--- src/rtl/serial_pkg.sv ---
// Shared constants and FSM state type for the serial packet transmitter.
package serial_pkg;

    localparam logic [7:0] SYNC_BYTE_DEFAULT = 8'hA5;
    localparam int         PKT_LEN           = 6;
    localparam int         BITS_PER_FRAME    = 10;

    typedef enum logic [1:0] {
        IDLE      = 2'd0,
        SEND_BYTE = 2'd1,
        NEXT_BYTE = 2'd2
    } state_t;

endpackage

--- src/rtl/uart_byte_tx.sv ---
// 8N1 serialiser for one byte; a load in the final stop-bit cycle chains the
// next frame with no idle gap.
module uart_byte_tx
    import serial_pkg::*;
#(
    parameter int CLKS_PER_BIT = 217
) (
    input  logic       clk,
    input  logic       reset,
    input  logic       load,
    input  logic [7:0] byte_in,
    output logic       TX,
    output logic       done
);

    localparam int             TW        = (CLKS_PER_BIT > 1) ? $clog2(CLKS_PER_BIT) : 1;
    localparam logic [TW-1:0]  LAST_TICK = TW'(CLKS_PER_BIT - 1);
    localparam logic [3:0]     STOP_IDX  = 4'(BITS_PER_FRAME - 1);

    logic          busy;
    logic [3:0]    bit_idx;
    logic [TW-1:0] bit_timer;
    logic [7:0]    shreg;

    assign done = busy && (bit_idx == STOP_IDX) && (bit_timer == LAST_TICK);

    // NOTE: sequential state uses non-blocking (<=) so every register samples
    // pre-edge values, independent of statement order.
    always_ff @(posedge clk) begin
        if (reset) begin
            busy      <= 1'b0;
            bit_idx   <= '0;
            bit_timer <= '0;
            shreg     <= '0;
            TX        <= 1'b1;
        end else if (load) begin
            busy      <= 1'b1;
            bit_idx   <= '0;
            bit_timer <= '0;
            shreg     <= byte_in;
            TX        <= 1'b0;
        end else if (busy) begin
            if (bit_timer == LAST_TICK) begin
                bit_timer <= '0;
                if (bit_idx == STOP_IDX) begin
                    busy <= 1'b0;
                    TX   <= 1'b1;
                end else begin
                    bit_idx <= bit_idx + 4'd1;
                    // bit_idx 0..7 selects data bit bit_idx for the next slot; 8 leads into the stop bit
                    TX      <= (bit_idx == STOP_IDX - 4'd1) ? 1'b1 : shreg[bit_idx[2:0]];
                end
            end else begin
                bit_timer <= bit_timer + TW'(1);
            end
        end
    end

endmodule

--- src/rtl/serial_packet_tx.sv ---
// Sends SYNC, 3 address bytes, a data byte and an XOR checksum as back-to-back
// 8N1 frames on TX.
module serial_packet_tx
    import serial_pkg::*;
#(
    parameter int         CLKS_PER_BIT = 217,
    parameter logic [7:0] SYNC_BYTE    = SYNC_BYTE_DEFAULT
) (
    input  logic        clk,
    input  logic        reset,
    input  logic        start,
    input  logic [7:0]  datain,
    input  logic [23:0] addrin,
    output logic        ready,
    output logic        TX
);

    localparam logic [2:0] LAST_IDX = 3'(PKT_LEN - 1);

    state_t      state;
    logic [2:0]  byte_idx;
    logic [2:0]  next_idx;
    logic [23:0] addr_q;
    logic [7:0]  data_q;
    logic [7:0]  csum;
    logic [7:0]  next_byte;
    logic [7:0]  byte_in;
    logic        accept;
    logic        advance;
    logic        byte_load;
    logic        byte_done;

    assign accept    = ready && start;
    assign next_idx  = byte_idx + 3'd1;
    // The next byte is loaded on the edge that ends the stop bit, so frames abut.
    assign advance   = (state == SEND_BYTE) && byte_done && (byte_idx < LAST_IDX);
    assign byte_load = accept || advance;
    assign byte_in   = accept ? SYNC_BYTE : next_byte;

    // NOTE: every always_comb output gets a default first so no latch is inferred.
    always_comb begin
        next_byte = csum;
        case (next_idx)
            3'd1:    next_byte = addr_q[23:16];
            3'd2:    next_byte = addr_q[15:8];
            3'd3:    next_byte = addr_q[7:0];
            3'd4:    next_byte = data_q;
            default: next_byte = csum;
        endcase
    end

    always_ff @(posedge clk) begin
        if (reset) begin
            state    <= IDLE;
            byte_idx <= '0;
            addr_q   <= '0;
            data_q   <= '0;
            csum     <= '0;
            ready    <= 1'b1;
        end else if (accept) begin
            state    <= SEND_BYTE;
            byte_idx <= '0;
            addr_q   <= addrin;
            data_q   <= datain;
            csum     <= SYNC_BYTE;
            ready    <= 1'b0;
        end else begin
            case (state)
                IDLE: state <= IDLE;
                SEND_BYTE: begin
                    if (byte_done) begin
                        state <= NEXT_BYTE;
                        if (byte_idx < LAST_IDX) begin
                            byte_idx <= next_idx;
                            if (next_idx < LAST_IDX)
                                csum <= csum ^ next_byte;
                        end else begin
                            ready <= 1'b1;
                        end
                    end
                end
                // With ready high the checksum frame has finished; otherwise the next frame is already running.
                NEXT_BYTE: state <= (byte_idx == LAST_IDX && ready) ? IDLE : SEND_BYTE;
                default:   state <= IDLE;
            endcase
        end
    end

    uart_byte_tx #(
        .CLKS_PER_BIT(CLKS_PER_BIT)
    ) u_byte_tx (
        .clk     (clk),
        .reset   (reset),
        .load    (byte_load),
        .byte_in (byte_in),
        .TX      (TX),
        .done    (byte_done)
    );

endmodule

--- config.mk ---
export PLATFORM = sky130hd
export DESIGN_NAME = serial_packet_tx
export DESIGN_NICKNAME = d
export VERILOG_FILES = /design/src/rtl/serial_pkg.sv /design/src/rtl/uart_byte_tx.sv /design/src/rtl/serial_packet_tx.sv
export SDC_FILE = /design/constraint.sdc
export NUM_CORES = 1
export LEC_CHECK = 0
export ABC_AREA = 1
export CORE_AREA = 2 2 81 83
export CTS_BUF_LIST = sky130_fd_sc_hd__clkbuf_16
export CTS_CLUSTER_DIAMETER = 120
export DETAILED_ROUTE_END_ITERATION = 10
export DIE_AREA = 0 0 83 85
export PLACE_DENSITY = 0.84
export SYNTH_ARGS = -nofsm -noshare
export SYNTH_HDL_FRONTEND = slang
export SYNTH_HIERARCHICAL = 1
export SYNTH_SLANG_ARGS = --single-unit
--- constraint.sdc ---
create_clock -name clk -period 3 [get_ports clk]
set_input_delay 0.6 -clock clk [delete_from_list [all_inputs] [get_ports clk]]
set_output_delay 0.6 -clock clk [all_outputs]
set_load 0.01 [all_outputs]
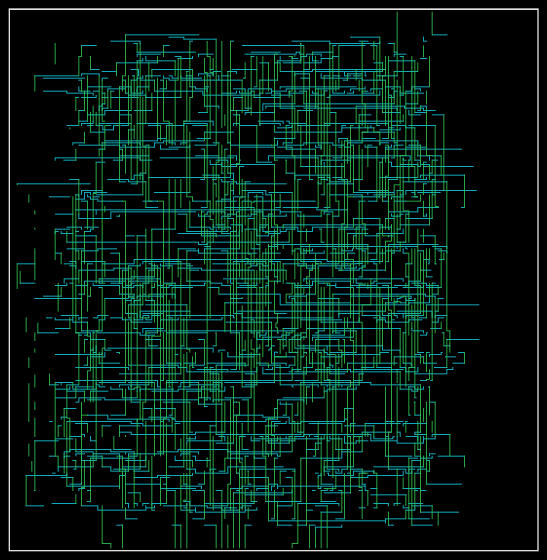
(images/metal_stack.png)
Two of the layers only.
colour	layer	wire length
green	met2	4070 microns
cyan	met1	3720 microns

==> reports/summary.txt <==
Max FO, Critical Path: 15
CP bufs+invs: 2
P_leak: 1.857 nW
Area growth, synth to finish: 20.06%
Fp util: 57.51%
RSZ-0062 raised after global routing: no
Status: finished clean
Tool Warnings: 34
R2r endpoint: csum[7]
Setup violators final: 0
Max-Cap Viols: 0
Antenna-violating nets left: 0
Antenna diode count: 0
FMAX: 383.1 MHz
Yosys Instances: 513
Mapped Area: 3568 sq um
Worst min-delay path endpoint: csum[3]
Simple-Gate Area Share: 37.76%
Top post-synthesis cells by count: nor2_1, nand2_1, dfxtp_1
Worst slew margin: 57.15%
Final Critical Period: 2610 ps
Post-CTS Hold Buffers: 0
CTS H-Tree Depth: 3
Area leader share: 38.15%
Arrival time worst endpoint: 2880 ps
CTS tree: done
Launch point of the worst reg-to-reg path: u_byte_tx/bit_idx[0]
Asr flop ratio synth: 0%
Number of port buffers: 36
XORs/XNORs by Area: 0.4909%
Count leader, synth: nor2_1
Final global-route overflow total: 0
I/O Pins: 37
Flops & latches, synth: 68
Die width: 83 microns
Worst reg2reg path depth: 11
Clk latency late pin: 340 ps
Cell Pwr Density: 592.5 nW/um^2
Total Wirelength: 8313 microns
Largest delay share family, worst path: simple AND/OR/NAND/NOR gates
Biggest area cells: dfxtp_1, nor2_1, nand2_1, o21ai_0, nand3_1
YS chip area: 3568 sq um
Die area: 7055 sq um
Fin nets: 590
Post-route clock skew: 11.48 ps
Final worst path period share: 87.01%
Clk pin slew, worst setup/hold paths: 60 ps
Critical Path RT: 3270 ps
Starting DRT DRC Count: 246
Inserted Clock Buffers: 9
First-pass GRT wire length: 13890 microns
Most common reg cell: dfxtp_1
CP endpoint kind: register
Slew Limit Fails: 0
TritonCTS Sinks: 68
Hold Path Class: reg -> reg
CTS Buffer Depth: 2
WL/cell: 13.30 microns
Placeable Area: 6205 sq um
Fin util: 69.05%
DRC: 0
Syn_nets: 560
Share of cells above drive strength 1: 8.212%
Pre-antenna DRT Iters: 7
Initial antenna violation count: 0
Vias in the first global route: 3190
DPL Wire Length: 5664 microns
Worst R2R Setup Slack: 390 ps
GRT Total Usage: 24.24%
Hold path cells: 2
Cells resized by post-CTS repair: 0
Chip Height: 85 microns
Synth warnings: 6
Distinct cells, synth: 30
Mapped Avg Cell Area: 6.956 sq um
CP cell instances: ha_1, nand3_2, nor2_1, inv_1, nand2_1, nand3_1, nor2_2, nand4_1, nand2_1, inv_1, a21oi_1
Row cnt: 29
Pin count of the biggest net entering global routing: 35
Beginning of the worst hold path: csum[3]
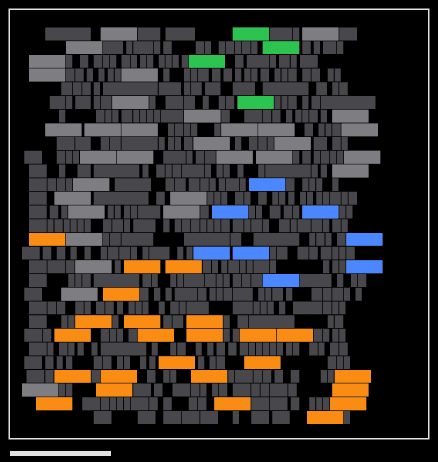
(images/registers.png)
Bar = 20 microns. Other sequential cells in the stronger grey, the rest of the logic in the fainter grey.
colour	signal	sequential cells
blue	`csum`	8
orange	`addr_q`	24
green	`u_byte_tx/bit_idx`	4

[cells by family (layout without fill, tap and decap cells)]
family | after synthesis | after routing
AND/OR/NAND/NOR | 286 | 286
AND-OR/OR-AND | 75 | 75
buffers and inverters | 70 | 105
flip-flops | 68 | 68
adder cells (fa/ha/maj) | 12 | 12
XOR/XNOR | 2 | 2
[layer usage]
metal	vias up	GRT usage (%)	share of wire, %
met5	-	0	0
met4	0	12.82	2.7
met3	22	3.599	3.6
met2	87	42.38	49
met1	1576	28.88	45
li1	1736	-	-
[cell type report]
type                            count  area [sq um]
Clock inverter                      7         116.4
Sequential cell                    68          1361
Inverter                           49         183.9
Clock buffer                        9         225.2
Timing Repair Buffer               40         390.4
Tap cell                           77         96.34
Fill cell                         476          1921
Multi-Input combinational cell    375          1911
[worst max-delay path by stage]
stage / depth (start not counted) / from / slack, ps / endpoint
floorplan: 14 / u_byte_tx/bit_timer[0] / 910 / u_byte_tx/shreg[1]
CTS: 14 / u_byte_tx/bit_timer[0] / 440 / csum[7]
global placement: 14 / u_byte_tx/bit_timer[0] / 650 / csum[7]
finish: 11 / u_byte_tx/bit_idx[0] / 390 / csum[7]
detailed placement: 14 / u_byte_tx/bit_timer[0] / 490 / csum[0]
global route: 11 / u_byte_tx/bit_idx[0] / 90 / csum[7]
[through the flow]
stage / instance area (sq um) / total power [W] / hold slack (ps) / setup slack, ps / instances
finish: 4284 / 0.002538 / 459.7 / 389.7 / 625
CTS: 4284 / 0.002534 / 457.3 / 443.4 / 625
global placement: 3943 / 0.001330 / 446.8 / 645.9 / 609
global route: 4284 / 0.002621 / 484.5 / 93.93 / 625
detailed placement: 3943 / 0.001341 / 451.5 / 490.5 / 609
floorplan: 3568 / 0.001235 / 429.3 / 906.5 / 513
[layout by cell type, fill, tap and decap left out, drive strengths merged]
cell / instances
nand3: 51
o21a: 1
nor2: 111
a31o: 1
xnor2: 1
bufinv: 3
xor2: 1
nand4: 24
nand2: 95
ha: 12
inv: 50
clkbuf: 9
o21ai: 51
clkinv: 3
clkdlybuf4s50: 36
a21oi: 20
buf: 4
nor3: 5
a31oi: 2
dfxtp: 68
[power breakdown]
group	internal (W)	switching, W	total (W)
registers	0.000967	0.0000405	0.00101
clock network	0.000809	0.000398	0.00121
logic	0.000131	0.000193	0.000324
total	0.00191	0.000631	0.00254
[tightest hold or removal path: stages (launching register included)]
cell,delay (ps)
dfxtp_1,310
nand2_1,60
a21oi_1,50
[registers in the layout (all words and copies together), names as in the netlist]
register / count
addr_q: 24
byte_idx: 3
csum: 8
data_q: 8
ready: 1
state: 2
u_byte_tx/TX: 1
u_byte_tx/bit_idx: 4
u_byte_tx/bit_timer: 8
u_byte_tx/busy: 1
u_byte_tx/shreg: 8
Power figures rest on the tool's default switching activity, not on a simulated workload.
